===== src/rtl/mem_ctrl.sv =====
// Byte-serial memory controller arbitrating instruction fetch and load/store traffic onto a byte-wide RAM.
// Optional MEM_CTRL_IO_STALL_EN holds off stores to the UART window while its buffer is full.
module mem_ctrl (
    input  logic        clk,
    input  logic        rst,
    input  logic        rdy,
    input  logic        rollback,
    input  logic        if_valid,
    input  logic [31:0] if_addr,
    output logic        if_done,
    output logic [31:0] if_inst,
    input  logic        lsb_valid,
    input  logic        lsb_wr,
    input  logic [1:0]  lsb_len,
    input  logic        lsb_signed,
    input  logic [31:0] lsb_addr,
    input  logic [31:0] lsb_data,
    output logic        lsb_done,
    output logic [31:0] lsb_rdata,
    input  logic [7:0]  mem_din,
    output logic [7:0]  mem_dout,
    output logic [31:0] mem_a,
    output logic        mem_wr,
    input  logic        io_buffer_full
);
    localparam int unsigned AW = 32;
    localparam int unsigned DW = 32;
    localparam int unsigned CW = 3;

    typedef enum logic [1:0] {IDLE, READ, WRITE} state_t;

    state_t          state, state_nxt;
    logic [CW-1:0]   cnt, cnt_nxt;
    logic            owner_lsb, owner_lsb_nxt;
    logic [AW-1:0]   req_addr, req_addr_nxt;
    logic [1:0]      req_len, req_len_nxt;
    logic            req_signed, req_signed_nxt;
    logic [DW-1:0]   req_wdata, req_wdata_nxt;
    logic [DW-1:0]   rbuf, rbuf_nxt;

    logic            if_done_nxt, lsb_done_nxt, mem_wr_nxt;
    logic [DW-1:0]   if_inst_nxt, lsb_rdata_nxt;
    logic [7:0]      mem_dout_nxt;
    logic [AW-1:0]   mem_a_nxt;

    logic            io_stall, lsb_go, accept_lsb, accept_if, last_rd;
    logic [CW-1:0]   nbytes;
    logic [1:0]      byte_idx;
    logic [DW-1:0]   rd_ext;

`ifdef MEM_CTRL_IO_STALL_EN
    assign io_stall = lsb_wr && (lsb_addr[17:16] == 2'b11) && io_buffer_full;
`else
    logic unused_io_buffer_full;
    assign unused_io_buffer_full = io_buffer_full;
    assign io_stall = 1'b0;
`endif

    // Request decode shared by next-state and output logic
    always_comb begin
        case (req_len)
            2'd0:    nbytes = CW'(1);
            2'd1:    nbytes = CW'(2);
            default: nbytes = CW'(4);
        endcase
        lsb_go     = lsb_valid && !io_stall;
        accept_lsb = (state == IDLE) && !rollback && lsb_go;
        accept_if  = (state == IDLE) && !rollback && !lsb_go && if_valid;
        last_rd    = (state == READ) && !rollback && (cnt == nbytes + CW'(1));
        byte_idx   = 2'(cnt - CW'(2));
    end

    // State register
    always_ff @(posedge clk or negedge rst) begin
        if (!rst) begin
            state      <= IDLE;
            cnt        <= '0;
            owner_lsb  <= 1'b0;
            req_addr   <= '0;
            req_len    <= '0;
            req_signed <= 1'b0;
            req_wdata  <= '0;
            rbuf       <= '0;
            if_done    <= 1'b0;
            lsb_done   <= 1'b0;
            if_inst    <= '0;
            lsb_rdata  <= '0;
            mem_a      <= '0;
            mem_dout   <= '0;
            mem_wr     <= 1'b0;
        end else if (rdy) begin
            state      <= state_nxt;
            cnt        <= cnt_nxt;
            owner_lsb  <= owner_lsb_nxt;
            req_addr   <= req_addr_nxt;
            req_len    <= req_len_nxt;
            req_signed <= req_signed_nxt;
            req_wdata  <= req_wdata_nxt;
            rbuf       <= rbuf_nxt;
            if_done    <= if_done_nxt;
            lsb_done   <= lsb_done_nxt;
            if_inst    <= if_inst_nxt;
            lsb_rdata  <= lsb_rdata_nxt;
            mem_a      <= mem_a_nxt;
            mem_dout   <= mem_dout_nxt;
            mem_wr     <= mem_wr_nxt;
        end
    end

    // Next-state: cnt counts edges since acceptance; RAM bytes arrive two edges after their address
    always_comb begin
        state_nxt      = state;
        cnt_nxt        = cnt;
        owner_lsb_nxt  = owner_lsb;
        req_addr_nxt   = req_addr;
        req_len_nxt    = req_len;
        req_signed_nxt = req_signed;
        req_wdata_nxt  = req_wdata;
        rbuf_nxt       = rbuf;
        case (state)
            IDLE: begin
                if (accept_lsb) begin
                    state_nxt      = lsb_wr ? WRITE : READ;
                    cnt_nxt        = CW'(1);
                    owner_lsb_nxt  = 1'b1;
                    req_addr_nxt   = lsb_addr;
                    req_len_nxt    = lsb_len;
                    req_signed_nxt = lsb_signed;
                    req_wdata_nxt  = lsb_data;
                    rbuf_nxt       = '0;
                end else if (accept_if) begin
                    state_nxt      = READ;
                    cnt_nxt        = CW'(1);
                    owner_lsb_nxt  = 1'b0;
                    req_addr_nxt   = if_addr;
                    req_len_nxt    = 2'd2;
                    req_signed_nxt = 1'b0;
                    rbuf_nxt       = '0;
                end
            end
            READ: begin
                if (rollback) begin
                    state_nxt = IDLE;
                    cnt_nxt   = '0;
                end else begin
                    if (cnt >= CW'(2)) rbuf_nxt[{byte_idx, 3'b000} +: 8] = mem_din;
                    if (last_rd) begin
                        state_nxt = IDLE;
                        cnt_nxt   = '0;
                    end else begin
                        cnt_nxt = cnt + CW'(1);
                    end
                end
            end
            WRITE: begin
                if (cnt == nbytes) begin
                    state_nxt = IDLE;
                    cnt_nxt   = '0;
                end else begin
                    cnt_nxt = cnt + CW'(1);
                end
            end
            default: begin
                state_nxt = IDLE;
                cnt_nxt   = '0;
            end
        endcase
    end

    // Output next values: address/data stream, done pulses and extended read result
    always_comb begin
        mem_a_nxt     = mem_a;
        mem_dout_nxt  = mem_dout;
        mem_wr_nxt    = 1'b0;
        if_done_nxt   = 1'b0;
        lsb_done_nxt  = 1'b0;
        if_inst_nxt   = if_inst;
        lsb_rdata_nxt = lsb_rdata;
        case (req_len)
            2'd0:    rd_ext = {{24{req_signed & rbuf_nxt[7]}}, rbuf_nxt[7:0]};
            2'd1:    rd_ext = {{16{req_signed & rbuf_nxt[15]}}, rbuf_nxt[15:0]};
            default: rd_ext = rbuf_nxt;
        endcase
        case (state)
            IDLE: begin
                if (accept_lsb) begin
                    mem_a_nxt = lsb_addr;
                    if (lsb_wr) begin
                        mem_dout_nxt = lsb_data[7:0];
                        mem_wr_nxt   = 1'b1;
                    end
                end else if (accept_if) begin
                    mem_a_nxt = if_addr;
                end
            end
            READ: begin
                if (!rollback) begin
                    if (cnt < nbytes) mem_a_nxt = req_addr + AW'(cnt);
                    if (last_rd) begin
                        if (owner_lsb) begin
                            lsb_done_nxt  = 1'b1;
                            lsb_rdata_nxt = rd_ext;
                        end else begin
                            if_done_nxt = 1'b1;
                            if_inst_nxt = rd_ext;
                        end
                    end
                end
            end
            WRITE: begin
                if (cnt < nbytes) begin
                    mem_a_nxt    = req_addr + AW'(cnt);
                    mem_dout_nxt = req_wdata[{cnt[1:0], 3'b000} +: 8];
                    mem_wr_nxt   = 1'b1;
                end else begin
                    lsb_done_nxt = 1'b1;
                end
            end
            default: ;
        endcase
    end
endmodule

===== config.mk =====
export PLATFORM = sky130hd
export DESIGN_NAME = mem_ctrl
export DESIGN_NICKNAME = d
export VERILOG_FILES = /design/src/rtl/mem_ctrl.sv
export SDC_FILE = /design/constraint.sdc
export NUM_CORES = 1
export LEC_CHECK = 0
export ABC_CLOCK_PERIOD_IN_PS = 2600
export CELL_PAD_IN_SITES_DETAIL_PLACEMENT = 1
export CELL_PAD_IN_SITES_GLOBAL_PLACEMENT = 2
export CORE_UTILIZATION = 25
export CTS_CLUSTER_DIAMETER = 150
export DETAILED_ROUTE_END_ITERATION = 16
export GPL_ROUTABILITY_DRIVEN = 0
export PLACE_DENSITY = 0.7
export SLEW_MARGIN = 20
export SYNTH_ARGS = -nofsm -noshare
export SYNTH_HDL_FRONTEND = slang
export SYNTH_SLANG_ARGS = --single-unit
export TNS_END_PERCENT = 5

===== constraint.sdc =====
create_clock -name clk -period 2.6 [get_ports clk]
set_input_delay 0.52 -clock clk [delete_from_list [all_inputs] [get_ports clk]]
set_output_delay 0.52 -clock clk [all_outputs]
set_load 0.1 [all_outputs]

### Clock wiring as the flow saved it, run 1

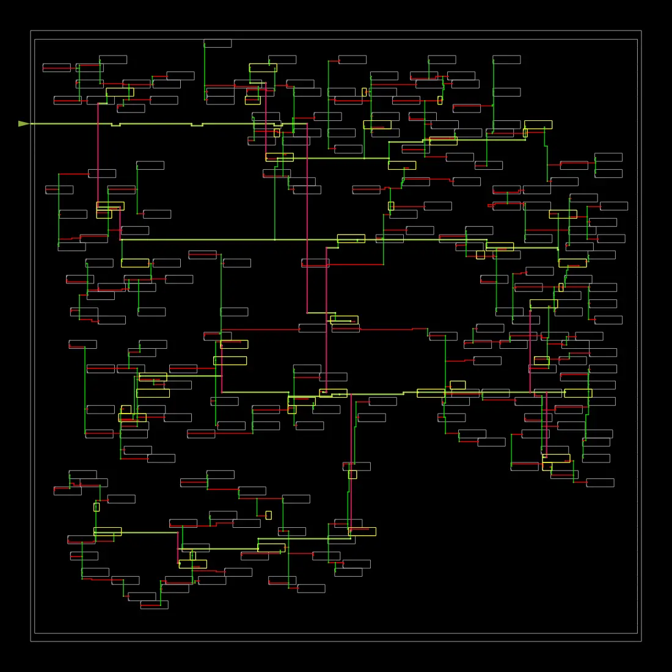
seq_cells: 212
Skew-Pair Late Insertion Delay: 530 ps
Fin Clk Skew: 12.22 ps

### Drive-strength map, run 1

Scale: 1.5 px per um.
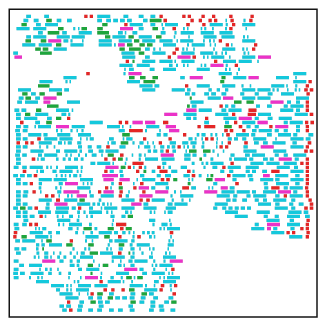
colour	size	cells	most used
green	x2	89	mux2_2
cyan	x1 and smaller	867	dfrtp_1
red	x3 and x4	178	buf_4
magenta	x6 and larger	51	clkbuf_16
post-route worst setup slack: 110.6 ps
Signal buffers: 293
fin area: 0.01427 mm2
Area growth syn-to-layout: 39.66%

### M3 wires, run 1

Scale: 2 px per um.
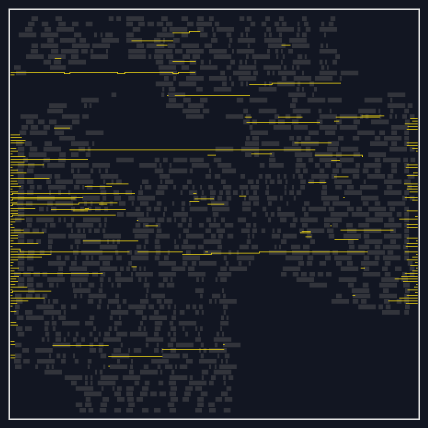
nets with wire on the layer	149
wire length on this layer	1860 um
met3 usage: 0.03444
DR vias: 8341
DRT Wirelength: 32.59 mm

==> deck_impl_summary.md, run 1 <==
Flow Results at a Glance

Detailed routing
  • Met2 routed wirelength: 15.95 mm
  • DR top layer: met5

Timing
  • Worst-margin pin slew: 718.5 ps
  • Worst hold margin: 479.9 ps

Cells and area
  • Comb. cell area: 0.004668 mm2
  • Seq/total area: 0.3716
  • Fin util: 0.3568
  • Signal buf overhead: 0.1888
  • FF/Latch Area: 0.005305 mm2
  • Comb_multi_in: 614
  • Top Layout Cells: dfrtp_1 (212), buf_4 (163), clkdlybuf4s50_1 (112)
  • Post-Layout Cell Count: 1713
  • Layout clock area frac: 0.06100

Clock tree
  • Htree depth: 1
  • Setup Buffers After CTS: 0

Worst setup path
  • Reg2Reg Launch Point: req_len[1]$_DFFE_PN0P_
  • Slowest CP cell: dfrtp_1
  • FF-to-FF path depth: 9
  • Critical Path Source: req_len[1]$_DFFE_PN0P_
  • Nature of the critical path startpoint: register
  • Critical path's largest stage delay: 420 ps

Placement
  • DPL Wire Length: 23.02 mm
  • Pre-CTS WS: -179.0 ps
  • Input/output buffers: 220

Outcome
  • Run status: completed

Yosys
  • Largest cells by area: dfrtp_1 (52%), mux2_2 (5.6%), a21oi_1 (3.4%)
  • #FFs+latches synth: 212
  • Yosys cell count: 901
  • Syn_area_per_cell: 11.34 um2
  • Simple-gate share of the synthesized area: 0.1076

Floorplan
  • Site Rows: 73
  • Number of I/O pins: 222
  • Die ar.: 0.04170 mm2
  • Chip Width: 204.2 um
  • # Taps: 525

Power
  • P_seq: 5610 uW

Global route
  • Top Usage Layer GRT: met2
  • Total GRT Usage: 0.1543
  • Global-route met2 utilization: 0.2615

Job
  • Max-cap violations: 0
--- run 2 (diff from run 1) ---
--- a/config.mk
+++ b/config.mk
@@ -8,6 +8,7 @@
 export ABC_CLOCK_PERIOD_IN_PS = 2600
 export CELL_PAD_IN_SITES_DETAIL_PLACEMENT = 1
 export CELL_PAD_IN_SITES_GLOBAL_PLACEMENT = 2
+export CORE_MARGIN = 3
 export CORE_UTILIZATION = 25
 export CTS_CLUSTER_DIAMETER = 150
 export DETAILED_ROUTE_END_ITERATION = 16
### Clock wiring as the flow saved it, run 2

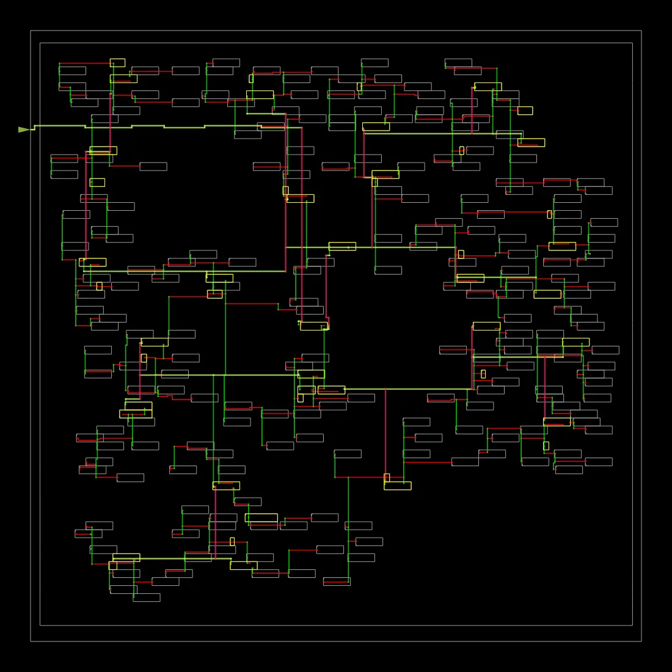
Skew-Pair Late Insertion Delay: 540 ps
CTS buffer count: 26
P_clk: 3610 uW
number of clock-tree buffers in the layout: 36

### Drive-strength map, run 2

Scale: 1.5 px per um.
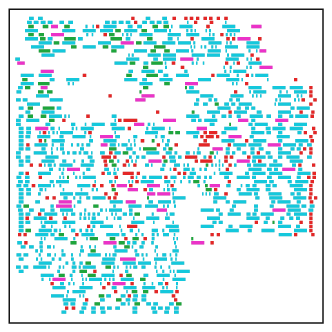
colour	size	cells	most used
magenta	x6 and larger	45	clkbuf_16
green	x2	92	mux2_2
red	x3 and x4	177	buf_4
cyan	x1 and smaller	869	dfrtp_1
Signal buffers: 292
fin area: 0.01416 mm2

==> deck_impl_summary.md, run 2 <==
Flow Results at a Glance

Power
  • P_seq: 5600 uW
  • Combinational power: 11300 uW
  • Total power: 20470 uW
  • Max IR drop VDD: 0.6961 mV
  • P_int: 9982 uW
  • Part of the power in the clock network: 0.176
  • Reg power frac: 0.274

Detailed routing
  • Met3 WL post-DR: 1.692 mm
  • Pre-antenna DRT Iters: 4
  • DR vias: 8291
  • Met2 routed wirelength: 15.98 mm
  • DRT Wirelength: 32.92 mm
  • DRT antenna net count: 0
  • DR top layer: met5
  • Vias per cell: 4.849

Timing
  • Post-route worst setup slack: 126.5 ps
  • Worst hold margin: 486.6 ps
  • Final setup fails: 0
  • Worst-margin pin slew: 582.5 ps
  • Fin Clk Skew: 26.16 ps
  • RSZ-0062 raised after global routing: true
  • Fmax: 404.3 MHz

Floorplan
  • Number of I/O pins: 222
  • Die ar.: 0.04335 mm2
  • Core ar.: 0.04010 mm2
  • # Taps: 525
  • Site Rows: 73
  • Chip Width: 208.2 um
  • Init Core Util: 0.2549

Cells and area
  • FF/Latch Area: 0.005306 mm2
  • Post-Layout Cell Count: 1710
  • Layout cells sized above 1: 0.2654
  • Comb_multi_in: 612
  • Fin util: 0.3530
  • Top Layout Cells: dfrtp_1 (211), buf_4 (167), clkdlybuf4s50_1 (112)
  • Largest class: sequential cells
  • Seq/total area: 0.3748
  • Signal buf overhead: 0.1851
  • Comb. cell area: 0.004644 mm2
  • Area growth syn-to-layout: 38.50%
  • Seq_cells: 212
  • Layout clock area frac: 0.06019

Yosys
  • #FFs+latches synth: 212
  • Largest cells by area: dfrtp_1 (52%), mux2_2 (5.6%), a21oi_1 (3.4%)
  • Simple-gate share of the synthesized area: 0.1076
  • Synth Seq Share: 0.5190
  • Synth Warn #: 0
  • Mapped Area: 0.01022 mm2
  • Ys flop type: dfrtp_1
  • Yosys adder share: 0.02399
  • Post-Synth XOR/XNOR Area: 0.01971
  • Syn_area_per_cell: 11.34 um2
  • Yosys cell count: 901
  • Cells after Synth: 901

Worst setup path
  • CP required: 3060 ps
  • Critical path's largest stage delay: 420 ps
  • FF-to-FF path depth: 12
  • Critical Path Source: req_len[1]$_DFFE_PN0P_
  • Nature of the critical path startpoint: register
  • Reg2Reg Launch Point: req_len[1]$_DFFE_PN0P_
  • Slowest CP cell: dfrtp_1
  • Bufs and invs on worst path: 4

Global route
  • Total GRT Usage: 0.1472
  • Vias in the first global route: 8649
  • Met3 usage: 0.02925
  • Largest net degree at the start of global routing: 62
  • Top Usage Layer GRT: met2
  • Global-route met2 utilization: 0.2504

Placement
  • # placed instances: 1658
  • Input/output buffers: 220
  • Pre-CTS WS: -154.0 ps
  • DPL Wire Length: 24.15 mm

Clock tree
  • Htree depth: 1
  • Setup Buffers After CTS: 0

Job
  • Max-cap violations: 0

Outcome
  • Run status: completed

Hold path
  • Hold Path End: mem_a[5]$_DFFE_PN0P_
Power and IR drop assume default switching activity.
